File: src/rtl/controller_fsm.sv
// Microcoded control decode for the 16-bit single-bus multicycle CPU.
// The state register lives in the datapath; only the JZ zero flag is held here.
module controller_fsm (
    input  logic        Clk,
    input  logic        Reset,
    input  logic [15:0] IR,
    input  logic        z,
    input  logic [4:0]  state,
    output logic [4:0]  nextstate,
    output logic [2:0]  fnSel,
    output logic        ldMAR,
    output logic        ldIR,
    output logic        ldPC,
    output logic        ldSP,
    output logic        ldMDR,
    output logic        ldReg,
    output logic        ldRegBank,
    output logic        TReg,
    output logic        TRegBank,
    output logic        TSP,
    output logic        TMAR,
    output logic        TPC,
    output logic        TMDR,
    output logic        TLabel,
    output logic        MemRead,
    output logic        MemWrite,
    output logic        IRWrite
);

    typedef enum logic [4:0] {
        S_FETCH0    = 5'd0,
        S_FETCH1    = 5'd1,
        S_FETCH2    = 5'd2,
        S_DECODE    = 5'd3,
        S_ALU_A     = 5'd4,
        S_ALU_B     = 5'd5,
        S_ALU_WB    = 5'd6,
        S_LD_A      = 5'd7,
        S_LD_B      = 5'd8,
        S_LD_ADDR   = 5'd9,
        S_LD_MEM    = 5'd10,
        S_LD_WB     = 5'd11,
        S_ST_ADDR   = 5'd12,
        S_ST_DATA   = 5'd13,
        S_ST_MEM    = 5'd14,
        S_MOV       = 5'd15,
        S_JMP       = 5'd16,
        S_PUSH_DEC  = 5'd17,
        S_PUSH_SP   = 5'd18,
        S_PUSH_DATA = 5'd19,
        S_PUSH_MEM  = 5'd20,
        S_POP_ADDR  = 5'd21,
        S_POP_MEM   = 5'd22,
        S_POP_WB    = 5'd23,
        S_POP_SP    = 5'd24,
        S_HALT      = 5'd25
    } state_e;

    typedef enum logic [2:0] {
        FN_ADD  = 3'b000,
        FN_SUB  = 3'b001,
        FN_AND  = 3'b010,
        FN_OR   = 3'b011,
        FN_XOR  = 3'b100,
        FN_PASS = 3'b101,
        FN_INC  = 3'b110,
        FN_DEC  = 3'b111
    } fn_e;

    state_e     cur_state;
    state_e     next_state;
    state_e     dispatch_state;
    fn_e        fn;
    logic [3:0] opcode;
    logic       z_d;
    logic       z_q;
    logic       unused_ir;

    assign cur_state = state_e'(state);
    assign opcode    = IR[15:12];
    assign unused_ir = ^IR[11:0];
    assign nextstate = next_state;
    assign fnSel     = fn;

    // Zero flag is captured only while the ALU operate step is on the bus.
    always_comb begin
        z_d = z_q;
        if (cur_state == S_ALU_B) begin
            z_d = z;
        end
    end

    always_ff @(posedge Clk or posedge Reset) begin
        if (Reset) begin
            z_q <= 1'b0;
        end else begin
            z_q <= z_d;
        end
    end

    always_comb begin
        dispatch_state = S_FETCH0;
        case (opcode)
            4'h0, 4'h1, 4'h2, 4'h3, 4'h4: dispatch_state = S_ALU_A;
            4'h5, 4'h6, 4'h7:             dispatch_state = S_FETCH0;
            4'h8:                         dispatch_state = S_LD_A;
            4'h9:                         dispatch_state = S_ST_ADDR;
            4'hA:                         dispatch_state = S_MOV;
            4'hB:                         dispatch_state = S_JMP;
            4'hC:                         dispatch_state = z_q ? S_JMP : S_FETCH0;
            4'hD:                         dispatch_state = S_PUSH_DEC;
            4'hE:                         dispatch_state = S_POP_ADDR;
            4'hF:                         dispatch_state = S_HALT;
            default:                      dispatch_state = S_FETCH0;
        endcase
    end

    always_comb begin
        next_state = S_FETCH0;
        fn         = FN_ADD;
        ldMAR      = 1'b0;
        ldIR       = 1'b0;
        ldPC       = 1'b0;
        ldSP       = 1'b0;
        ldMDR      = 1'b0;
        ldReg      = 1'b0;
        ldRegBank  = 1'b0;
        TReg       = 1'b0;
        TRegBank   = 1'b0;
        TSP        = 1'b0;
        TMAR       = 1'b0;
        TPC        = 1'b0;
        TMDR       = 1'b0;
        TLabel     = 1'b0;
        MemRead    = 1'b0;
        MemWrite   = 1'b0;
        IRWrite    = 1'b0;
        // Reset forces the idle decode without waiting for the external state register.
        if (!Reset) begin
            case (cur_state)
                S_FETCH0: begin
                    TPC = 1'b1; ldMAR = 1'b1; fn = FN_INC; ldReg = 1'b1;
                    next_state = S_FETCH1;
                end
                S_FETCH1: begin
                    MemRead = 1'b1; ldMDR = 1'b1;
                    next_state = S_FETCH2;
                end
                S_FETCH2: begin
                    TMDR = 1'b1; ldIR = 1'b1; IRWrite = 1'b1;
                    next_state = S_DECODE;
                end
                S_DECODE: begin
                    TReg = 1'b1; ldPC = 1'b1;
                    next_state = dispatch_state;
                end
                S_ALU_A: begin
                    TRegBank = 1'b1; fn = FN_PASS; ldReg = 1'b1;
                    next_state = S_ALU_B;
                end
                S_ALU_B: begin
                    TLabel = 1'b1; fn = fn_e'(IR[14:12]); ldReg = 1'b1;
                    next_state = S_ALU_WB;
                end
                S_ALU_WB: begin
                    TReg = 1'b1; ldRegBank = 1'b1;
                    next_state = S_FETCH0;
                end
                S_LD_A: begin
                    TRegBank = 1'b1; fn = FN_PASS; ldReg = 1'b1;
                    next_state = S_LD_B;
                end
                S_LD_B: begin
                    TLabel = 1'b1; fn = FN_ADD; ldReg = 1'b1;
                    next_state = S_LD_ADDR;
                end
                S_LD_ADDR: begin
                    TReg = 1'b1; ldMAR = 1'b1;
                    next_state = S_LD_MEM;
                end
                S_LD_MEM: begin
                    MemRead = 1'b1; ldMDR = 1'b1;
                    next_state = S_LD_WB;
                end
                S_LD_WB: begin
                    TMDR = 1'b1; ldRegBank = 1'b1;
                    next_state = S_FETCH0;
                end
                S_ST_ADDR: begin
                    TLabel = 1'b1; ldMAR = 1'b1;
                    next_state = S_ST_DATA;
                end
                S_ST_DATA: begin
                    TRegBank = 1'b1; ldMDR = 1'b1;
                    next_state = S_ST_MEM;
                end
                S_ST_MEM: begin
                    MemWrite = 1'b1;
                    next_state = S_FETCH0;
                end
                S_MOV: begin
                    TLabel = 1'b1; ldRegBank = 1'b1;
                    next_state = S_FETCH0;
                end
                S_JMP: begin
                    TLabel = 1'b1; ldPC = 1'b1;
                    next_state = S_FETCH0;
                end
                S_PUSH_DEC: begin
                    TSP = 1'b1; fn = FN_DEC; ldReg = 1'b1;
                    next_state = S_PUSH_SP;
                end
                S_PUSH_SP: begin
                    TReg = 1'b1; ldSP = 1'b1; ldMAR = 1'b1;
                    next_state = S_PUSH_DATA;
                end
                S_PUSH_DATA: begin
                    TRegBank = 1'b1; ldMDR = 1'b1;
                    next_state = S_PUSH_MEM;
                end
                S_PUSH_MEM: begin
                    MemWrite = 1'b1;
                    next_state = S_FETCH0;
                end
                S_POP_ADDR: begin
                    TSP = 1'b1; ldMAR = 1'b1; fn = FN_INC; ldReg = 1'b1;
                    next_state = S_POP_MEM;
                end
                S_POP_MEM: begin
                    MemRead = 1'b1; ldMDR = 1'b1;
                    next_state = S_POP_WB;
                end
                S_POP_WB: begin
                    TMDR = 1'b1; ldRegBank = 1'b1;
                    next_state = S_POP_SP;
                end
                S_POP_SP: begin
                    TReg = 1'b1; ldSP = 1'b1;
                    next_state = S_FETCH0;
                end
                S_HALT: begin
                    next_state = S_HALT;
                end
                default: begin
                    next_state = S_FETCH0;
                end
            endcase
        end
    end

endmodule

File: config.mk
export PLATFORM = sky130hd
export DESIGN_NAME = controller_fsm
export DESIGN_NICKNAME = d
export VERILOG_FILES = /design/src/rtl/controller_fsm.sv
export SDC_FILE = /design/constraint.sdc
export NUM_CORES = 1
export LEC_CHECK = 0
export ABC_AREA = 1
export CAP_MARGIN = 40
export CORE_MARGIN = 2
export CORE_UTILIZATION = 25
export CTS_CLUSTER_SIZE = 16
export DETAILED_ROUTE_END_ITERATION = 12
export DONT_BUFFER_PORTS = 1
export HOLD_SLACK_MARGIN = 0.06
export SLEW_MARGIN = 20
export SYNTH_ARGS = -nofsm -noshare
export SYNTH_HDL_FRONTEND = slang
export SYNTH_SLANG_ARGS = --single-unit
File: constraint.sdc
create_clock -name Clk -period 1.95 [get_ports Clk]
set_clock_uncertainty 0.05 [all_clocks]
set_input_delay 0.39 -clock Clk [delete_from_list [all_inputs] [get_ports Clk]]
set_output_delay 0.39 -clock Clk [all_outputs]
set_load 0.1 [all_outputs]
==> results_dict.tcl, run 1 <==
# collected from the flow reports
set metrics [dict create \
    status "finished clean" \
    cp_slowest_cell "or2_1" \
    pg_comb_w 0.000421 \
    die_x_microns 61.04 \
    layoutNonFillerInstCount 244 \
    met2_usage 0.3526 \
    die_y_microns 61.04 \
    topCombFamilyByArea "simple AND/OR/NAND/NOR gates" \
    compound_area_frac 0.1431 \
    area_growth_pct 110.6 \
    clkPwrFrac 0 \
    yosys-top-cells-count "50 x nand2_1, 40 x nor2_1, 24 x nand3_1" \
    cts_hold_buf 0 \
    p_clk_w 0 \
    fp_nets 201 \
    drcViolationCount 0 \
    timing.final.ws_setup_ns 0.03651 \
    comb_area_share 0.5909 \
    mi_logic_area_sq_um 1012 \
    p_per_area_nw_per_um2 262.1 \
]
Fig. 1: run 1, wires at chosen ports, followed through buffers
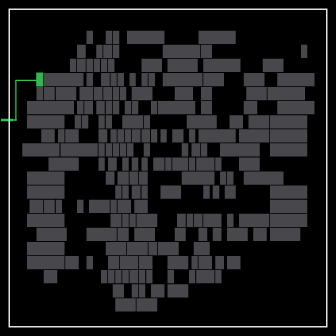
z -> green  # direction input, edge left, end cells 1, buffers 0, wire 12.5 microns
PortBufs: 0
Top Ports: 49

Fig. 2: run 1, cell area per tile
The die is cut into 6 by 6 equal tiles; black is low, pale yellow is high, 0 to 100% covered.
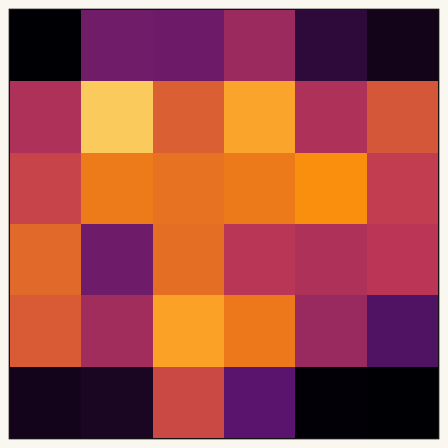
emptiest ninth of the die = lower right
mean over tiles = 45%
tiles over 75% full = 11%
nearly empty tiles = 8.3%
densest ninth of the die = centre

Fig. 3: run 1, the metal 3 layer
Scale bar: 20 microns.
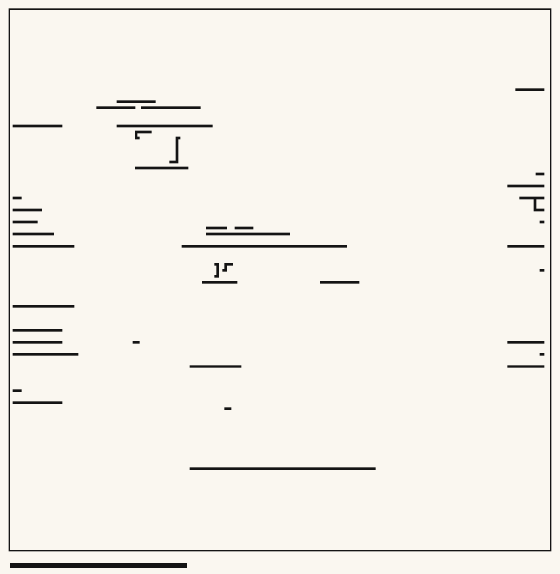
nets with wire on the layer = 36
wire length on this layer = 184 microns
share of all routed wire = 5.5%
longest straight run = 20.7 microns
DR vias: 1,241
met3 usage: 0.008403
drt total wl: 3348 microns

==> run 1 -> run 2 <==
SLEW_MARGIN = default   (was 20)
Fig. 4: run 2, the metal 3 layer
Scale bar: 20 microns.
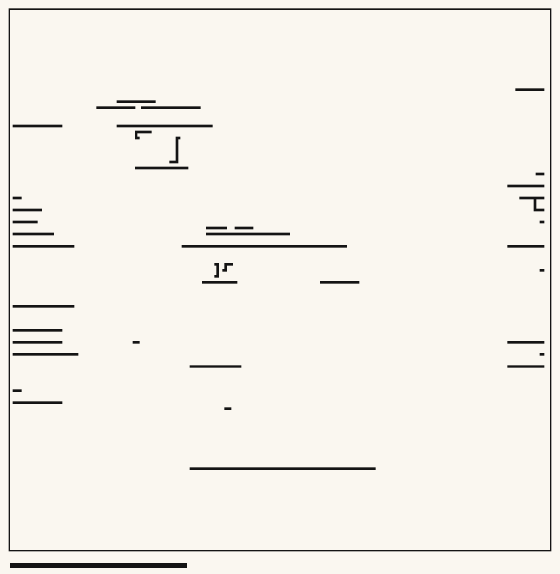
wire length on this layer = 184 microns
nets with wire on the layer = 36
share of all routed wire = 5.5%
longest straight run = 20.7 microns

Fig. 5: run 2, wires at chosen ports, followed through buffers
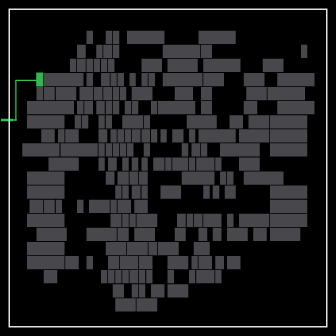
z -> green  # direction input, edge left, end cells 1, buffers 0, wire 12.5 microns

==> run 2 against run 1 <==
Effect of this change:
- power did not move
- hold slack unchanged
- global-route usage is the same
- largest cell class unchanged
==> results_dict.tcl, run 2 <==
# collected from the flow reports
set metrics [dict create \
    crit_family "simple AND/OR/NAND/NOR gates" \
    utilization 0.5565 \
    clkPwrFrac 0 \
    p_per_area_nw_per_um2 262.1 \
    comb_area_share 0.5909 \
    layoutNonFillerInstCount 244 \
    final_area_sq_um 1713 \
    syn_area_sq_um 813.3 \
    cp_slowest_cell "or2_1" \
    vias_per_cell 5.086 \
    synthAdderAreaFrac 0 \
    switchingPower_w 0.0002845 \
    p_clk_w 0 \
    met2_usage 0.3526 \
    flop_cell "dfrtp_1" \
    timing.final.ws_setup_ns 0.03651 \
    yosys.cell_types.count 25 \
    topCombFamilyByArea "simple AND/OR/NAND/NOR gates" \
    die_y_microns 61.04 \
    fp_nets 201 \
    regToRegSetupSlack_ns 1.29 \
    mi_logic_area_sq_um 1012 \
    met3_usage 0.008403 \
    worst_r2r_endpoint "z_q" \
    pg_comb_w 0.000421 \
    num_vias 1241 \
    synth_flops 1 \
    cts_hold_buf 0 \
    grt_max_degree 22 \
    path_class "in -> out" \
    swShare 0.6336 \
    grt_overflow 0 \
    boundaryPins 49 \
    status "finished clean" \
    cp-endpoint "MemRead" \
    maxSlewViolCount 0 \
    endpoint_kind "output pin" \
    compound_area_frac 0.1431 \
    area_growth_pct 110.6 \
    yosys-top-cells-count "50 x nand2_1, 40 x nor2_1, 24 x nand3_1" \
    routed_wl_microns 3348 \
    drcViolationCount 0 \
    edf_count 0 \
    inverters 21 \
    top_layer_used "met4" \
    portBuffers 0 \
    die_x_microns 61.04 \
    dpl_cell_area_sq_um 1694 \
    routedWlPerCell_microns 13.72 \
]
Fig. 6: run 2, gate-type map
Scale bar: 20 microns.
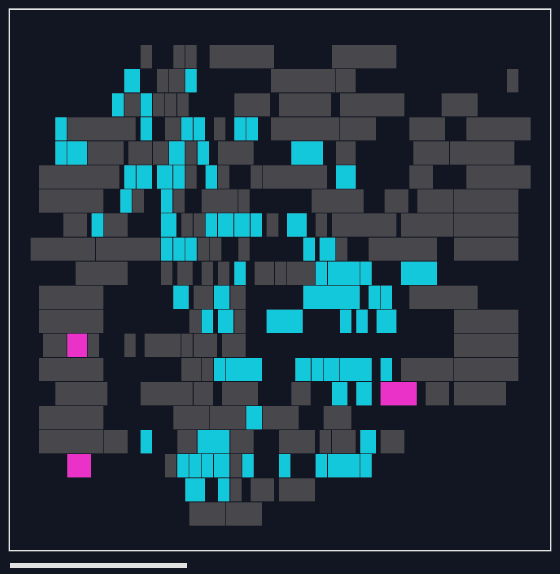
AND and OR gates -> magenta  # cells 3
NAND gates -> cyan  # cells 75, most used nand2_1

Power is estimated from default activity; no workload was simulated.
